**Run 1: M1 wires**

Supply wires on this layer in grey.
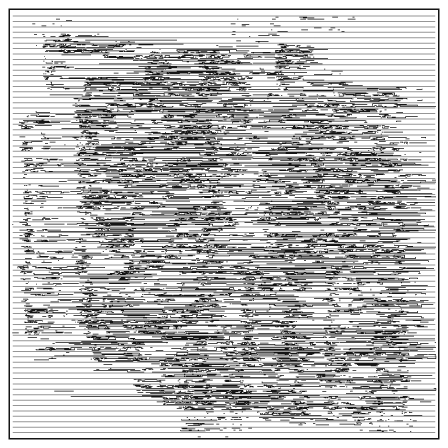
**Run 1: metal 2**

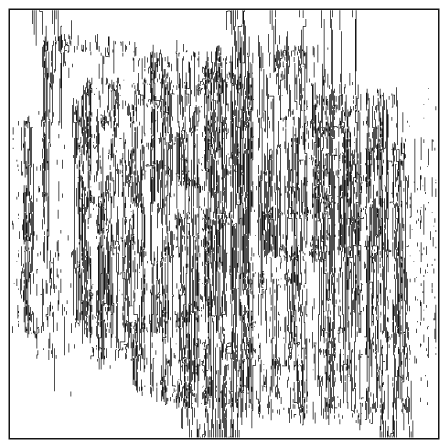
**Run 1: met3 routing**

The bar under the picture is 50 um long.
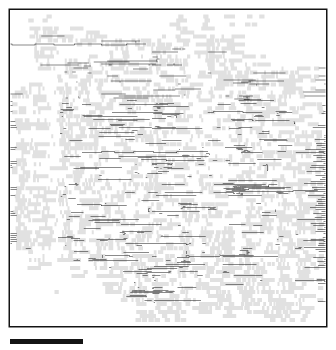
==> config.mk <==
export PLATFORM = sky130hd
export DESIGN_NAME = mul_div_unit
export DESIGN_NICKNAME = d
export VERILOG_FILES = /design/src/rtl/mul_div_unit.sv
export SDC_FILE = /design/constraint.sdc
export NUM_CORES = 1
export LEC_CHECK = 0
export CAP_MARGIN = 25
export CORE_UTILIZATION = 34
export CTS_CLUSTER_SIZE = 28
export DETAILED_ROUTE_END_ITERATION = 12
export GPL_TIMING_DRIVEN = 1
export PLACE_DENSITY_LB_ADDON = 0.2
export SYNTH_ARGS = -nofsm -noshare
export SYNTH_HDL_FRONTEND = slang
export SYNTH_SLANG_ARGS = --single-unit
==> constraint.sdc <==
create_clock -name CLK -period 5.9 [get_ports CLK]
set_input_delay 0.59 -clock CLK [delete_from_list [all_inputs] [get_ports CLK]]
set_output_delay 0.59 -clock CLK [all_outputs]
set_load 0.1 [all_outputs]
==> flow_metrics.py, run 1 <==
# Synthesis and PnR figures
metrics = {
    "floorplan": {
        "ios": 171,
        "row_count": 77,
        "chip_area_sq_um": 46300,
        "core-area_sq_um": 44500,
        "initial_core_util": 0.347,
        "floorplan.die.width_um": 215,
        "die_h_um": 215,
    },
    "synth": {
        "synthesis.instances": 2023,
        "yosys-top-cells-count": "nand2_1 (223), nor2_1 (205), a21oi_1 (195), dfrtp_1 (174), o21ai_0 (171)",
        "ys_chip_area_sq_um": 15500,
        "ys_async_sr_fraction": 1.00,
        "postSynthRegisterBits": 174,
        "unique_cell_types": 75,
        "post_synth_top_area_cell": "dfrtp_1",
        "synthTopCellsByArea": "dfrtp_1 (28%), a21oi_1 (6.3%), ha_1 (5.6%), o21ai_0 (5.5%), nand2_1 (5.4%)",
        "synth.yosys.warnings": 0,
        "yosys_cells": 2023,
        "floorplan.nets": 2198,
        "ys_seq_frac": 0.282,
        "postSynthAreaPerCell_sq_um": 7.64,
        "ys_dominant_reg_cell": "dfrtp_1",
        "enable_flop_cells": 0,
        "most_frequent_cell_after_synthesis": "nand2_1",
        "syn_area_sq_um": 15500,
        "synth.top_cell.area_share": 0.282,
    },
    "global_route": {
        "global_route.usage.total": 0.274,
        "globalRoute.totalOverflow": 0,
        "grt_first_pass_wirelength_mm": 96.7,
        "first_global_vias": 15366,
        "grt_start_max_net_pins": 97,
        "antenna_found_initial": 0,
    },
    "place": {
        "place.detailed.hpwl_mm": 49.1,
        "placement.io_buffers": 170,
        "total_placed_instance_area_sq_um": 17700,
        "routability_driven_placement_congestion_ratio": 0.940,
    },
    "final_layout": {
        "antennaDiodeCount": 0,
        "flip_flop_count_of_the_largest_register_all_copies_and_words_added": 64,
        "finalInstanceArea_sq_um": 18300,
        "filler_cell_count": 4702,
        "finalNetCount": 2290,
        "drive_above_1_share": 0.0545,
        "flow.area_growth_from_synthesis_pct": 18.5,
    },
    "final_timing": {
        "number_of_setup_violations_in_the_final_report": 0,
        "report.final.hold_viol_count": 0,
        "timing_worst_slew_pin_value_ns": 1.07,
        "maxSlewHeadroom": 0.289,
        "clock.fmax_mhz": 222,
        "grt_setup_unrepaired": "false",
        "setup-tns-final_ns": 0,
        "final.setup_skew_ns": 0.0141,
        "timing_max_transition_violations_final": 0,
        "final_period_minus_worst_setup_slack_ns": 4.50,
        "post-route-period-util": 0.763,
    },
    "status": {
        "run_status": "finished, final reports clean",
    },
    "critical_path": {
        "worst_setup_path_start_kind": "flip-flop",
        "timing.critical_path.mode_cell": "o21ai_0",
        "critical_path.endpoint_type": "flip-flop",
        "ff2ff_path_depth": 13,
        "timing.critical_path.max_delay_family": "AND-OR/OR-AND gates",
        "highest_fanout_seen_on_the_critical_path": 25,
        "crit_path_max_incr_delay_ns": 0.66,
        "critical_path_arrival_ns": 4.84,
        "regToRegSetupSlack_ns": 1.40,
        "cp_cell_sequence": "inv_1 -> buf_4 -> nor2_1 -> ha_1 -> a211oi_1 -> o21ai_0 -> o221ai_1 -> nor3_1 -> o21ai_0 -> o21ai_0 -> mux2i_1 -> a221oi_1 -> o221ai_1",
        "setup.worst_path.class": "reg2reg",
        "critPathRequiredTime_ns": 6.24,
        "crit_buf_inv": 2,
        "critical_path_cell_count": 13,
        "crit_slowest_cell": "nor3_1",
    },
    "route": {
        "drt-vias-per-instance": 5.95,
        "drt_iter0_markers": 1504,
        "post_drt_wl_per_cell_um": 23.6,
        "ant_nets": 0,
        "dr_pass1_iterations": 7,
        "total_drc_errors_in_the_routed_layout": 0,
    },
    "cts": {
        "cts.path.max_buffers": 2,
        "cts_htree_levels": 4,
        "cts.repair_timing.setup_buffer_count": 0,
        "clock-root-buffer": "clkbuf_16",
        "cts-hold-fix-buffers": 0,
        "worst_skew_late_latency_ns": 0.48,
        "numClockSinks": 174,
        "tritoncts_buffer_count": 17,
        "cts.clk_slew.worst_paths_ns": 0.08,
        "tritoncts": "done",
        "ctsResizeCount": 0,
    },
    "power_and_ir_drop": {
        "p_sw_frac": 0.538,
        "cellPowerDensity_nw_per_um2": 499,
        "comb_power_share": 0.630,
        "power.switching_uw": 4920,
        "p_int_uw": 4230,
        "p_leak_uw": 0.00730,
        "seqPwrFrac": 0.231,
        "vdd_ir_drop_max_mv": 0.242,
        "share_clk_of_total_power": 0.139,
    },
    "min_path": {
        "min-delay-path-class": "in2async",
    },
    "run": {
        "warnings": 26,
        "max_cap_violations": 0,
    },
}
Back to the opening pictures, 'M1 wires':
main direction	horizontal
share of all routed wire	44%
longest straight run	63.7 um
nets with wire on the layer	2102
via count: 16.2k
total wire length after detailed routing: 64.1 mm
met1 capacity usage during global routing: 0.364

Back to the opening pictures, 'metal 2':
main direction	vertical
longest straight run	84.3 um
share of all routed wire	46%
GR Util met2: 0.442

Back to the opening pictures, 'met3 routing':
main direction	horizontal
share of all routed wire	6.3%
met3 track utilization from global routing: 0.0344

run 1: logic make-up after synthesis:
kind of cell,count (synthesis),share of synthesized area
AND/OR/NAND/NOR,690,0.208
AND-OR/OR-AND,682,0.275
buffers and inverters,200,0.0541
flip-flops,174,0.282
XOR/XNOR,140,0.0793
adder cells (fa/ha/maj),71,0.0584
multiplexers,66,0.0436
run 1: per-stage QoR:
stage / cells / util / hold slack (ns) / setup slack, ns / power, uW
4_1_cts: 2718 / 0.411 / 0.175 / 1.48 / 9060
3_5_place_dp: 2686 / 0.397 / 0.460 / 1.49 / 7770
2_1_floorplan: 2023 / - / 0.294 / 2.62 / 6020
3_3_place_gp: 2684 / 0.396 / 0.454 / 1.43 / 7760
5_1_grt: 2720 / 0.412 / 0.195 / 0.991 / 9710
6_report: 2720 / 0.412 / 0.115 / 1.40 / 9150
run 1: routing by layer:
metal  wire [um]  track usage  vias up
met1       28000        0.364     7834
met3        4060       0.0344      116
met2       29200        0.442      680
li1            -            -     7567
met5           0            0        -
met4        2780        0.127        0
run 1: worst register-to-register path, cell delays in order, from the launching register on:
cell	delay, ns
dfrtp_1	0.44
inv_1	0.30
buf_4	0.37
nor2_1	0.10
ha_1	0.37
a211oi_1	0.11
o21ai_0	0.45
o221ai_1	0.33
nor3_1	0.66
o21ai_0	0.31
o21ai_0	0.39
mux2i_1	0.13
a221oi_1	0.27
o221ai_1	0.15
run 1: power by group through the flow:
stage | sequential, uW | clock [uW] | combinational (uW)
after global placement | 2110 | 0 | 5640
after CTS | 2100 | 1290 | 5680
after detailed placement | 2130 | 0 | 5650
after global routing | 2170 | 1330 | 6210
after floorplan | 2520 | 0 | 3500
final | 2120 | 1270 | 5770
run 1: cell usage in the layout (no fill, tap or decap), types with 55 or more instances in the layout:
cell type,count
a21oi_1,194
clkdlybuf4s50_1,169
dfrtp_1,172
ha_1,69
inv_1,66
mux2i_1,55
nand2_1,222
nor2_1,201
o21ai_0,171
xnor2_1,65
xor2_1,75
run 1: layout make-up:
class                   count  area [sq um]  area share
clock buffers              18           439      0.0240
clock inverters            14           198      0.0108
inverters                  68           255      0.0139
multi-input cells        1649         10300       0.562
flip-flops and latches    174          4360       0.238
well taps                 592           741      0.0404
repair buffers            205          2040       0.111
==> inputs of run 2 (changes only) <==
==> constraint.sdc (replaced) <==
create_clock -name CLK -period 4.45 [get_ports CLK]
set_input_delay 0.445 -clock CLK [delete_from_list [all_inputs] [get_ports CLK]]
set_output_delay 0.445 -clock CLK [all_outputs]
set_load 0.1 [all_outputs]
**Run 2: met3 routing**

The bar under the picture is 50 um long.
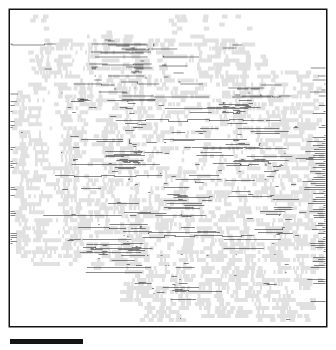
share of all routed wire	6.6%
nets with wire on the layer	314
main direction	horizontal
wire length on this layer	4160 um
met3 track utilization from global routing: 0.0437
total wire length after detailed routing: 62.9 mm
via count: 16.0k

==> flow_metrics.py, run 2 <==
# Synthesis and PnR figures
metrics = {
    "status": {
        "run_status": "complete, but fails checks",
        "failed_checks": "negative hold slack",
    },
    "final_timing": {
        "fin_worst_hold_slack_ns": -0.0300,
        "final.setup_skew_ns": 0.0132,
        "timing_worst_slew_pin_value_ns": 1.12,
        "report.final.hold_viol_count": 10,
        "maxSlewHeadroom": 0.231,
        "post-route-period-util": 0.870,
        "setup-tns-final_ns": 0,
        "number_of_setup_violations_in_the_final_report": 0,
        "clock.fmax_mhz": 258,
        "final_period_minus_worst_setup_slack_ns": 3.87,
        "timing_max_transition_violations_final": 0,
        "timing.final.ws_setup_ns": 0.577,
        "grt_setup_unrepaired": "false",
    },
    "synth": {
        "synth.top_cell.area_share": 0.282,
        "postSynthAreaPerCell_sq_um": 7.64,
        "syn_area_sq_um": 15500,
        "post_synthesis_share_of_cell_area_spent_on_full_adders_half_adders_and_majority_gates": 0.0584,
        "post_synth_top_area_cell": "dfrtp_1",
        "floorplan.nets": 2198,
        "unique_cell_types": 75,
        "muxShareOfSynthArea": 0.0436,
        "most_frequent_cell_after_synthesis": "nand2_1",
        "enable_flop_cells": 0,
        "ys_top_logic_family": "AND-OR/OR-AND gates",
        "yosys_cells": 2023,
        "postSynthRegisterBits": 174,
        "synthSimpleGateAreaFrac": 0.208,
        "yosys-top-cells-count": "nand2_1 (223), nor2_1 (205), a21oi_1 (195), dfrtp_1 (174), o21ai_0 (171)",
        "ys_seq_frac": 0.282,
        "synthTopCellsByArea": "dfrtp_1 (28%), a21oi_1 (6.3%), ha_1 (5.6%), o21ai_0 (5.5%), nand2_1 (5.4%)",
        "ys_async_sr_fraction": 1.00,
        "ys_sh_xor": 0.0793,
        "synthesis.instances": 2023,
        "ys_chip_area_sq_um": 15500,
        "ys_dominant_reg_cell": "dfrtp_1",
        "compound_area_frac": 0.275,
        "synth.yosys.warnings": 0,
    },
    "run": {
        "warnings": 26,
        "max_cap_violations": 0,
    },
    "power_and_ir_drop": {
        "p_int_uw": 5610,
        "vdd_ir_drop_max_mv": 0.291,
        "cellPowerDensity_nw_per_um2": 658,
        "comb_power_share": 0.662,
        "p_leak_uw": 0.00743,
        "share_clk_of_total_power": 0.127,
        "power_uw": 12200,
        "power.switching_uw": 6540,
        "p_sw_frac": 0.538,
        "seqPwrFrac": 0.211,
    },
    "critical_path": {
        "worst_setup_path_start_kind": "flip-flop",
        "setup.worst_path.class": "reg2reg",
        "regToRegSetupSlack_ns": 0.58,
        "ff2ff_path_depth": 13,
        "critical_path.endpoint_type": "flip-flop",
        "critPathRequiredTime_ns": 4.81,
        "highest_fanout_seen_on_the_critical_path": 8,
        "critical_path_arrival_ns": 4.23,
    },
    "global_route": {
        "grt_first_pass_wirelength_mm": 95.3,
        "first_global_vias": 15130,
        "globalRoute.totalOverflow": 0,
        "global_route.usage.total": 0.269,
        "antenna_found_initial": 0,
        "grt_start_max_net_pins": 81,
    },
    "place": {
        "place.detailed.hpwl_mm": 49.2,
        "total_placed_instance_area_sq_um": 17900,
        "dp_slack_ns": 0.604,
        "placement.io_buffers": 170,
        "routability_driven_placement_congestion_ratio": 0.988,
    },
    "floorplan": {
        "row_count": 77,
        "core-area_sq_um": 44500,
        "initial_core_util": 0.347,
        "ios": 171,
        "die_h_um": 215,
        "floorplan.die.width_um": 215,
        "chip_area_sq_um": 46300,
    },
    "cts": {
        "clock-root-buffer": "clkbuf_16",
        "cts-hold-fix-buffers": 0,
        "cts.clk_slew.worst_paths_ns": 0.08,
        "cts.path.max_buffers": 2,
        "numClockSinks": 174,
        "tritoncts_buffer_count": 17,
        "ctsResizeCount": 0,
        "cts.repair_timing.setup_buffer_count": 0,
        "tritoncts": "done",
        "cts_htree_levels": 4,
        "worst_skew_late_latency_ns": 0.47,
    },
    "route": {
        "drt-vias-per-instance": 5.81,
        "drt_iter0_markers": 1639,
        "ant_nets": 0,
        "dr_pass1_iterations": 7,
        "post_drt_wl_per_cell_um": 22.8,
        "total_drc_errors_in_the_routed_layout": 0,
    },
    "final_layout": {
        "flow.area_growth_from_synthesis_pct": 19.5,
        "final_layout_top_logic_cell": "nand2_1",
        "antennaDiodeCount": 0,
        "flip_flop_count_of_the_largest_register_all_copies_and_words_added": 64,
        "drive_above_1_share": 0.0698,
        "finalInstanceArea_sq_um": 18500,
        "finalNetCount": 2325,
        "mostFrequentLayoutCells": "nand2_1 (222), nor2_1 (201), a21oi_1 (194), dfrtp_1 (172), o21ai_0 (171)",
    },
    "min_path": {
        "min-delay-path-class": "in2async",
    },
}
**Run 2: the clock network**

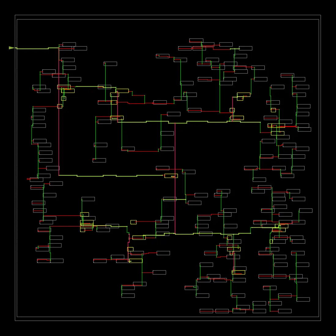
P_clk: 1540 uW
clock buffer count in the final layout: 17

==> run 2: cell counts after synthesis <==
No cell type changed its count.
==> run 2: metal layers <==
layer,track usage,vias to the layer above,part of all wire
met2,0.423,675,0.45
met4,0.0979,0,0.035
met3,0.0437,102,0.066
met5,0,-,0
li1,-,7634,-
met1,0.370,7607,0.45
==> run 2: cells by family (layout without fill, tap and decap cells) <==
family                   after synthesis  in the layout
multiplexers                          66             66
buffers and inverters                200            340
adder cells (fa/ha/maj)               71             71
AND/OR/NAND/NOR                      690            690
XOR/XNOR                             140            140
AND-OR/OR-AND                        682            682
flip-flops                           174            174
==> run 2: critical path, stage by stage, from the launching register on <==
cell and delay, ns:
dfrtp_1 0.45, inv_1 0.31, nor2_1 0.10, ha_1 0.37
a211oi_1 0.11, o21ai_0 0.49, o221ai_1 0.33, nor3_1 0.38
o211ai_1 0.17, buf_4 0.18, a21boi_0 0.32, mux2i_1 0.22
o21ai_0 0.08, a221o_1 0.28
==> run 2: metrics by stage <==
step / util / instances
floorplan: - / 2023
global placement: 0.402 / 2723
detailed placement: 0.402 / 2723
CTS: 0.415 / 2755
global route: 0.415 / 2755
finish: 0.415 / 2755
==> run 2: power by group through the flow <==
stage                     registers (uW)  logic (uW)  clock network (uW)
after floorplan                     3350        4640                   0
after global placement              2570        7890                   0
after detailed placement            2590        7870                   0
after CTS                           2550        7900                1560
after global routing                2630        8620                1630
final                               2560        8050                1540
==> run 2: cell type report <==
cell class | count | area [sq um]
multi-input cells | 1649 | 10300
clock inverters | 15 | 148
inverters | 68 | 255
well taps | 592 | 741
flip-flops and latches | 174 | 4360
fillers | 4651 | 26000
repair buffers | 240 | 2250
clock buffers | 17 | 425
Power and IR drop assume default switching activity.
